[config.mk]
export PLATFORM = sky130hd
export DESIGN_NAME = bch_key_equation_solver
export DESIGN_NICKNAME = d
export VERILOG_FILES = /design/src/rtl/bch_pkg.sv /design/src/rtl/gf_mul_comb.sv /design/src/rtl/bch_key_equation_solver.sv
export SDC_FILE = /design/constraint.sdc
export NUM_CORES = 1
export LEC_CHECK = 0
export ABC_AREA = 1
export CORE_AREA = 4 4 133 135
export CTS_CLUSTER_DIAMETER = 100
export DETAILED_ROUTE_END_ITERATION = 12
export DIE_AREA = 0 0 137 139
export MAX_ROUTING_LAYER = met4
export PLACE_DENSITY = 0.86
export SKIP_CTS_REPAIR_TIMING = 1
export SYNTH_ARGS = -nofsm -noshare
export SYNTH_HDL_FRONTEND = slang
export SYNTH_SLANG_ARGS = --single-unit
[constraint.sdc]
create_clock -name clk -period 4.3 [get_ports clk]
set_clock_uncertainty 0.05 [all_clocks]
set_input_delay 0.43 -clock clk [delete_from_list [all_inputs] [get_ports clk]]
set_output_delay 0.43 -clock clk [all_outputs]
set_load 0.1 [all_outputs]
[src/rtl/bch_pkg.sv]
// Shared BCH decoder constants: field size, correction capability and field-element type.
package bch_pkg;
    localparam int unsigned M     = 6;
    localparam int unsigned T     = 4;
    localparam int unsigned NSYN  = 2 * T;
    localparam int unsigned SYN_W = M * (NSYN + 1);
    localparam int unsigned LAM_W = M * (T + 1);

    typedef logic [M-1:0] gf_t;

    // x^6 + x + 1 with the x^M term dropped
    localparam gf_t POLY = 6'b000011;
endpackage

[src/rtl/gf_mul_comb.sv]
// Combinational GF(2^M) shift-and-add multiplier, reduced modulo POLY.
module gf_mul_comb
    import bch_pkg::*;
(
    input  logic [M-1:0] a,
    input  logic [M-1:0] b,
    output logic [M-1:0] p
);
    gf_t acc;
    gf_t sh;

    always_comb begin
        acc = '0;
        sh  = a;
        for (int i = 0; i < int'(M); i++) begin
            if (b[i]) acc = acc ^ sh;
            sh = sh[M-1] ? ((sh << 1) ^ POLY) : (sh << 1);
        end
        p = acc;
    end
endmodule

[src/rtl/bch_key_equation_solver.sv]
// Serial inversionless Berlekamp-Massey: syndromes in, error-locator polynomial,
// its degree and an uncorrectable flag out for the Chien search.
module bch_key_equation_solver
    import bch_pkg::*;
(
    input  logic             clk,
    input  logic             resetN,
    input  logic             start,
    input  logic [SYN_W-1:0] syndrome,
    output logic             finish_flag,
    output logic [LAM_W-1:0] lambda,
    output logic [2:0]       degree,
    output logic             uncorrectable
);
    localparam logic [2:0] S_IDLE   = 3'd0;
    localparam logic [2:0] S_INIT   = 3'd1;
    localparam logic [2:0] S_DISC   = 3'd2;
    localparam logic [2:0] S_DECIDE = 3'd3;
    localparam logic [2:0] S_UPDATE = 3'd4;
    localparam logic [2:0] S_NEXT   = 3'd5;
    localparam logic [2:0] S_CHECK  = 3'd6;
    localparam logic [2:0] S_FINISH = 3'd7;

    localparam logic [2:0] J_LAST = 3'(T);
    localparam logic [3:0] R_LAST = 4'(NSYN - 1);
    localparam logic [3:0] L_MAX  = 4'(T);

    logic [2:0] state;
    logic [2:0] state_nxt;
    logic       start_d;
    logic       done;
    logic       swap;
    logic       ovf;
    gf_t        syn [NSYN];
    gf_t        lam [T+1];
    gf_t        bb  [T+1];
    gf_t        delta;
    gf_t        gamma;
    logic [3:0] len;
    logic [3:0] r;
    logic [2:0] j;

    logic       start_edge;
    logic       accept;
    logic       syn_zero;
    logic [2:0] dl;
    gf_t        s_term;
    gf_t        b_prev;
    gf_t        mul0_b;
    gf_t        prod0;
    gf_t        prod1;
    logic       syn_unused;

    assign syn_unused  = ^syndrome[SYN_W-1 -: M];
    assign start_edge  = start & ~start_d;
    assign accept      = (state == S_IDLE) & start_edge;
    assign finish_flag = (state == S_FINISH) | ((state == S_IDLE) & done & ~start_edge);

    // S(r+1-j) lives at syn[r-j]; indices below S1 read as zero
    assign s_term = (r >= 4'(j)) ? syn[3'(r - 4'(j))] : '0;
    assign b_prev = (j == 3'd0) ? '0 : bb[j - 3'd1];
    assign mul0_b = (state == S_DISC) ? s_term : gamma;

    // Instance 0: Lam_j*S during DISC, gamma*Lam_j during UPDATE
    gf_mul_comb u_mul0 (.a(lam[j]), .b(mul0_b), .p(prod0));
    gf_mul_comb u_mul1 (.a(delta),  .b(b_prev), .p(prod1));

    always_comb begin
        syn_zero = 1'b1;
        for (int i = 0; i < int'(NSYN); i++) begin
            if (syn[i] != '0) syn_zero = 1'b0;
        end
        dl = 3'd0;
        for (int i = 0; i <= int'(T); i++) begin
            if (lam[i] != '0) dl = 3'(i);
        end
    end

    always_ff @(posedge clk or negedge resetN) begin
        if (!resetN) state <= S_IDLE;
        else         state <= state_nxt;
    end

    always_comb begin
        state_nxt = state;
        case (state)
            S_IDLE:   if (accept) state_nxt = S_INIT;
            S_INIT:   state_nxt = syn_zero ? S_CHECK : S_DISC;
            S_DISC:   if (j == J_LAST) state_nxt = S_DECIDE;
            S_DECIDE: state_nxt = S_UPDATE;
            S_UPDATE: if (j == 3'd0) state_nxt = S_NEXT;
            S_NEXT:   state_nxt = (r == R_LAST) ? S_CHECK : S_DISC;
            S_CHECK:  state_nxt = S_FINISH;
            S_FINISH: state_nxt = S_IDLE;
            default:  state_nxt = S_IDLE;
        endcase
    end

    always_ff @(posedge clk or negedge resetN) begin
        if (!resetN) begin
            start_d       <= 1'b0;
            done          <= 1'b0;
            swap          <= 1'b0;
            ovf           <= 1'b0;
            delta         <= '0;
            gamma         <= '0;
            len           <= '0;
            r             <= '0;
            j             <= '0;
            lambda        <= '0;
            degree        <= '0;
            uncorrectable <= 1'b0;
            for (int i = 0; i < int'(NSYN); i++) syn[i] <= '0;
            for (int i = 0; i <= int'(T); i++) begin
                lam[i] <= '0;
                bb[i]  <= '0;
            end
        end else begin
            start_d <= start;
            case (state)
                S_IDLE: begin
                    if (accept) begin
                        done <= 1'b0;
                        for (int i = 0; i < int'(NSYN); i++) syn[i] <= syndrome[M*(NSYN-i)-1 -: M];
                    end
                end
                S_INIT: begin
                    for (int i = 0; i <= int'(T); i++) begin
                        lam[i] <= (i == 0) ? gf_t'(1) : gf_t'(0);
                        bb[i]  <= (i == 0) ? gf_t'(1) : gf_t'(0);
                    end
                    gamma <= gf_t'(1);
                    len   <= '0;
                    r     <= '0;
                    j     <= '0;
                    ovf   <= 1'b0;
                end
                S_DISC: begin
                    delta <= (j == 3'd0) ? prod0 : (delta ^ prod0);
                    if (j != J_LAST) j <= j + 3'd1;
                end
                S_DECIDE: swap <= (delta != '0) && ({len, 1'b0} <= {1'b0, r});
                // Descending j keeps B(j-1) and Lam_j at their pre-update values
                S_UPDATE: begin
                    lam[j] <= prod0 ^ prod1;
                    bb[j]  <= swap ? lam[j] : b_prev;
                    if ((j == J_LAST) && (delta != '0) && (bb[j] != '0)) ovf <= 1'b1;
                    if (j != 3'd0) j <= j - 3'd1;
                end
                S_NEXT: begin
                    r <= r + 4'd1;
                    j <= '0;
                    if (swap) begin
                        gamma <= delta;
                        len   <= r + 4'd1 - len;
                    end
                end
                S_CHECK: begin
                    for (int i = 0; i <= int'(T); i++) lambda[M*i +: M] <= lam[i];
                    degree        <= (len > 4'd7) ? 3'd7 : len[2:0];
                    uncorrectable <= ovf | (len > L_MAX) | ({1'b0, dl} != len);
                end
                S_FINISH: done <= 1'b1;
                default: ;
            endcase
        end
    end
endmodule

==> summary.txt, run 1 <==
Implementation summary

The count of different cell masters after synthesis is 46. The flow ran to the end, and the final reports show no timing, DRC or antenna violations. The layout report gives the multi-input gate share of total cell area as 42.8%. The depth of the worst register-to-register path is 16.

At the worst endpoint, the required time is 4.57 ns. Summing every instance area after synthesis gives 0.0102 mm2. The yosys synthesis warning count is 0. Of all the cell area in the finished design, the clock network holds 5.15%. Per STA, the highest per-stage delay on the worst path measures 0.68 ns. The number of max-slew violations in the final report is 0. The number of cells produced by synthesis is 1390.

The vias per cell is 5.70. The number of flip-flops in the largest register is 48. The share of the clock period used by the worst path is 86.4%. The buffer count excluding the clock tree in the final layout is 94. The pin closest to its max-slew limit shows a slew of 1.03 ns. The startpoint of the worst register-to-register path is j[2]. In the final layout, the share of cells above drive strength 1 is 6.77%.

The largest cell class by area is logic gates. The area of the chip is 0.0190 mm2. The minimum setup slack after placement is 0.772 ns. The global-route wire length before repair is 44.6 mm. The startpoint type of the worst setup path is a flip-flop.

The finished design was reported to have a net count of 1545. Per the post-CTS timing run, clock transition at the registers of the reported paths is 0.07 ns. The maximum resistive drop on vdd is 0.419 mV. The global-route usage over all layers is 30.1%. The number of iterations in the first detailed-routing pass is 6.
## run 1: metal layers
| layer | track usage, % | vias to the layer above |
|---|---|---|
| met5 | - | - |
| met4 | 11.3 | 0 |
| met3 | 6.39 | 81 |
| met2 | 44.2 | 502 |
| met1 | 41.2 | 4487 |
| li1 | - | 4616 |
## run 1: where the power goes
group / switching (mW) / total (mW) / leakage [nW] / internal, mW
Sequential: 0.291 / 2.32 / 2.23 / 2.03
Combinational: 3.70 / 5.14 / 3.38 / 1.45
Clock: 0.678 / 1.60 / 0.298 / 0.925
## run 1: kinds of logic after synthesis
family | synth area share (%)
xor gates and xnor gates | 3.59
buffers and inverters | 8.26
muxes | 2.43
and+or+nand+nor | 32.8
DFF | 42.2
AOI/OAI and AO/OA | 7.82
adders and majority gates | 2.85
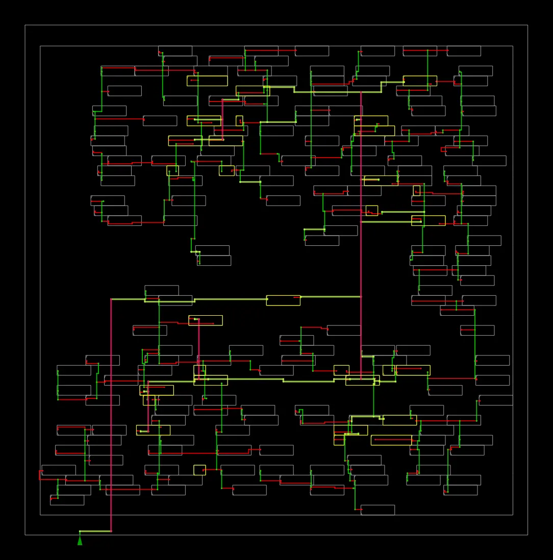
Run 1: the clock network
flip-flops: 172
Layout clock buffers: 17
number of buffers added by the clock tree synthesis step: 17
number of clock sinks: 172

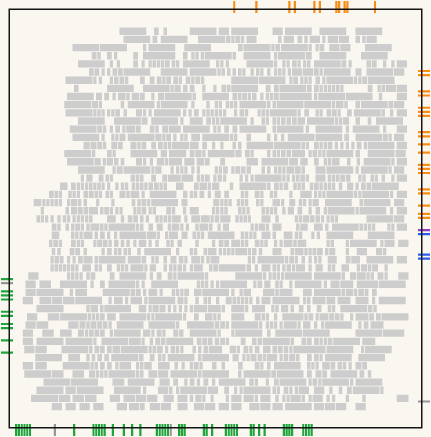
Run 1: ports around the boundary
Drawn at 3 px/um. Pins as bars across the die edge, other pins in gray.
color	port	pins	direction	edge
green	syndrome	54	input	44 south, 10 west
blue	degree	3	output	east
orange	lambda	30	output	19 east, 11 north
purple	uncorrectable	1	output	east
Die Height: 139 um
port buffer count: 85
horizontal die dimension: 137 um

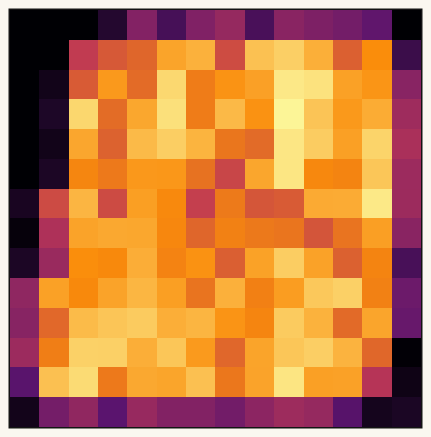
Run 1: cell density map
Drawn at 3 px/um. 14 x 14 tiles, from black (low) to pale yellow (high), 0 to 100% covered.
nearly empty tiles	6.1%
emptiest ninth of the die	north-west
fullest tile	98%
mean over tiles	61%
end-of-flow core utilization: 71.7%
Init Core Util: 61.9%
core box area: 0.0165 mm2

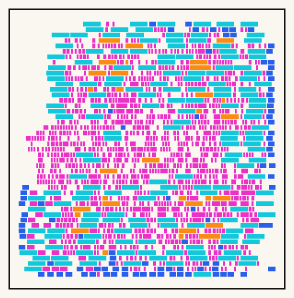
Run 1: cells colored by class
Drawn at 2 px/um.
color	class	cells
blue	remaining buffers and delay cells	94
cyan	registers	172
orange	clock drivers and dummy loads	31
magenta	remaining logic cells	1181
cell row count: 47
Seq area share: 36.5%
fin area: 0.0118 mm2

Run 1, wiring by layer:
Drawn at 2 px/um.
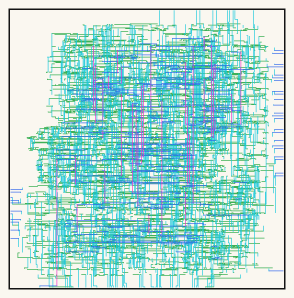

==> run 2: changes to the inputs <==
MAX_ROUTING_LAYER = not set   (was met4)
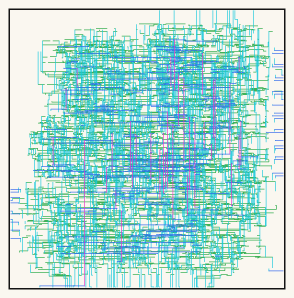
Run 2: wiring by layer
Drawn at 2 px/um.
color	layer	wire length
blue	M3	2720 um
cyan	M2	12600 um
magenta	M4	822 um
green	M1	11300 um
total global-route track usage: 29.3%
total length of routed wires: 27.5 mm
total number of vias: 9737

==> run 2 against run 1 <==
  * Via count is 0.53% higher
  * Global-route usage is 0.78 points lower
  * Synthesized area unchanged
  * Die size unchanged
  * Critical path type unchanged
  * Critical endpoint is now lam[14]
  * Largest cell class unchanged
  * Largest power group unchanged
==> summary.txt, run 2 <==
Implementation summary

The run finished with clean final reports. The minimum setup slack after placement is 0.677 ns. The maximum resistive drop on vdd is 0.528 mV.

Warnings reported by Yosys during synthesis add up to 0. The number of clock sinks seen by CTS is 172. The initial utilization of the core area, before any placement, comes to 61.9%. The number of iterations in the first detailed-routing pass is 6. Of the total standard cell area in the layout, the multi-input combinational portion is 42.9%. The post-synthesis instance area is 0.0102 mm2. The required arrival time at the worst endpoint is 4.58 ns. The first global-routing pass estimated 44.7 mm of wire. The height of the chip is 139 um.

Across the whole layout, storage elements make up 36.5% of the cell area. The number of input and output port buffers inserted is 85. Synthesis handed over a netlist of 1390 instances.

The registers of the reported paths see a clock transition of 0.07 ns. At the pin with the least slew margin, the transition time is 0.979 ns. In this run the critical register-to-register path is launched from j[1]. The timing report gives the biggest stage delay along the critical path as 0.62 ns. After floorplanning, the core was divided into 47 placement rows.

The region available for standard cell placement spans 0.0165 mm2.
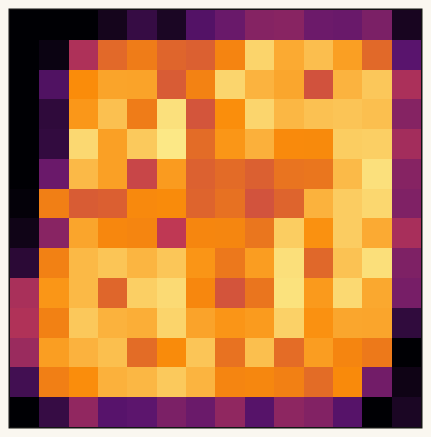
Run 2: cell density map
Drawn at 3 px/um. 14 x 14 tiles, from black (low) to pale yellow (high), 0 to 100% covered.
end-of-flow core utilization: 71.5%

[run 2: cell counts after synthesis]
No cell type changed its count.
[run 2: logic make-up after synthesis]
logic type / count (synthesis) / synth area share, %
simple gates: 784 / 32.8
buf+inv: 207 / 8.26
flops: 172 / 42.2
compound gates: 143 / 7.82
xor+xnor: 40 / 3.59
mux: 22 / 2.43
fa+ha+maj: 22 / 2.85
[run 2: report_power, final]
part           leakage, nW  switching [mW]  internal [mW]
clock                0.282           0.689          0.844
sequential            2.23           0.295           2.03
combinational         3.38            3.71           1.46
[run 2: layer usage]
layer	vias to the layer above	GRT usage (%)	part of all wire, %	wire length, um
met5	-	0	0	0
met4	0	9.82	3.0	822
met3	75	7.51	9.9	2720
met2	492	44.6	46	12600
met1	4559	41.1	41	11300
li1	4611	-	-	-
Power and IR drop assume default switching activity.
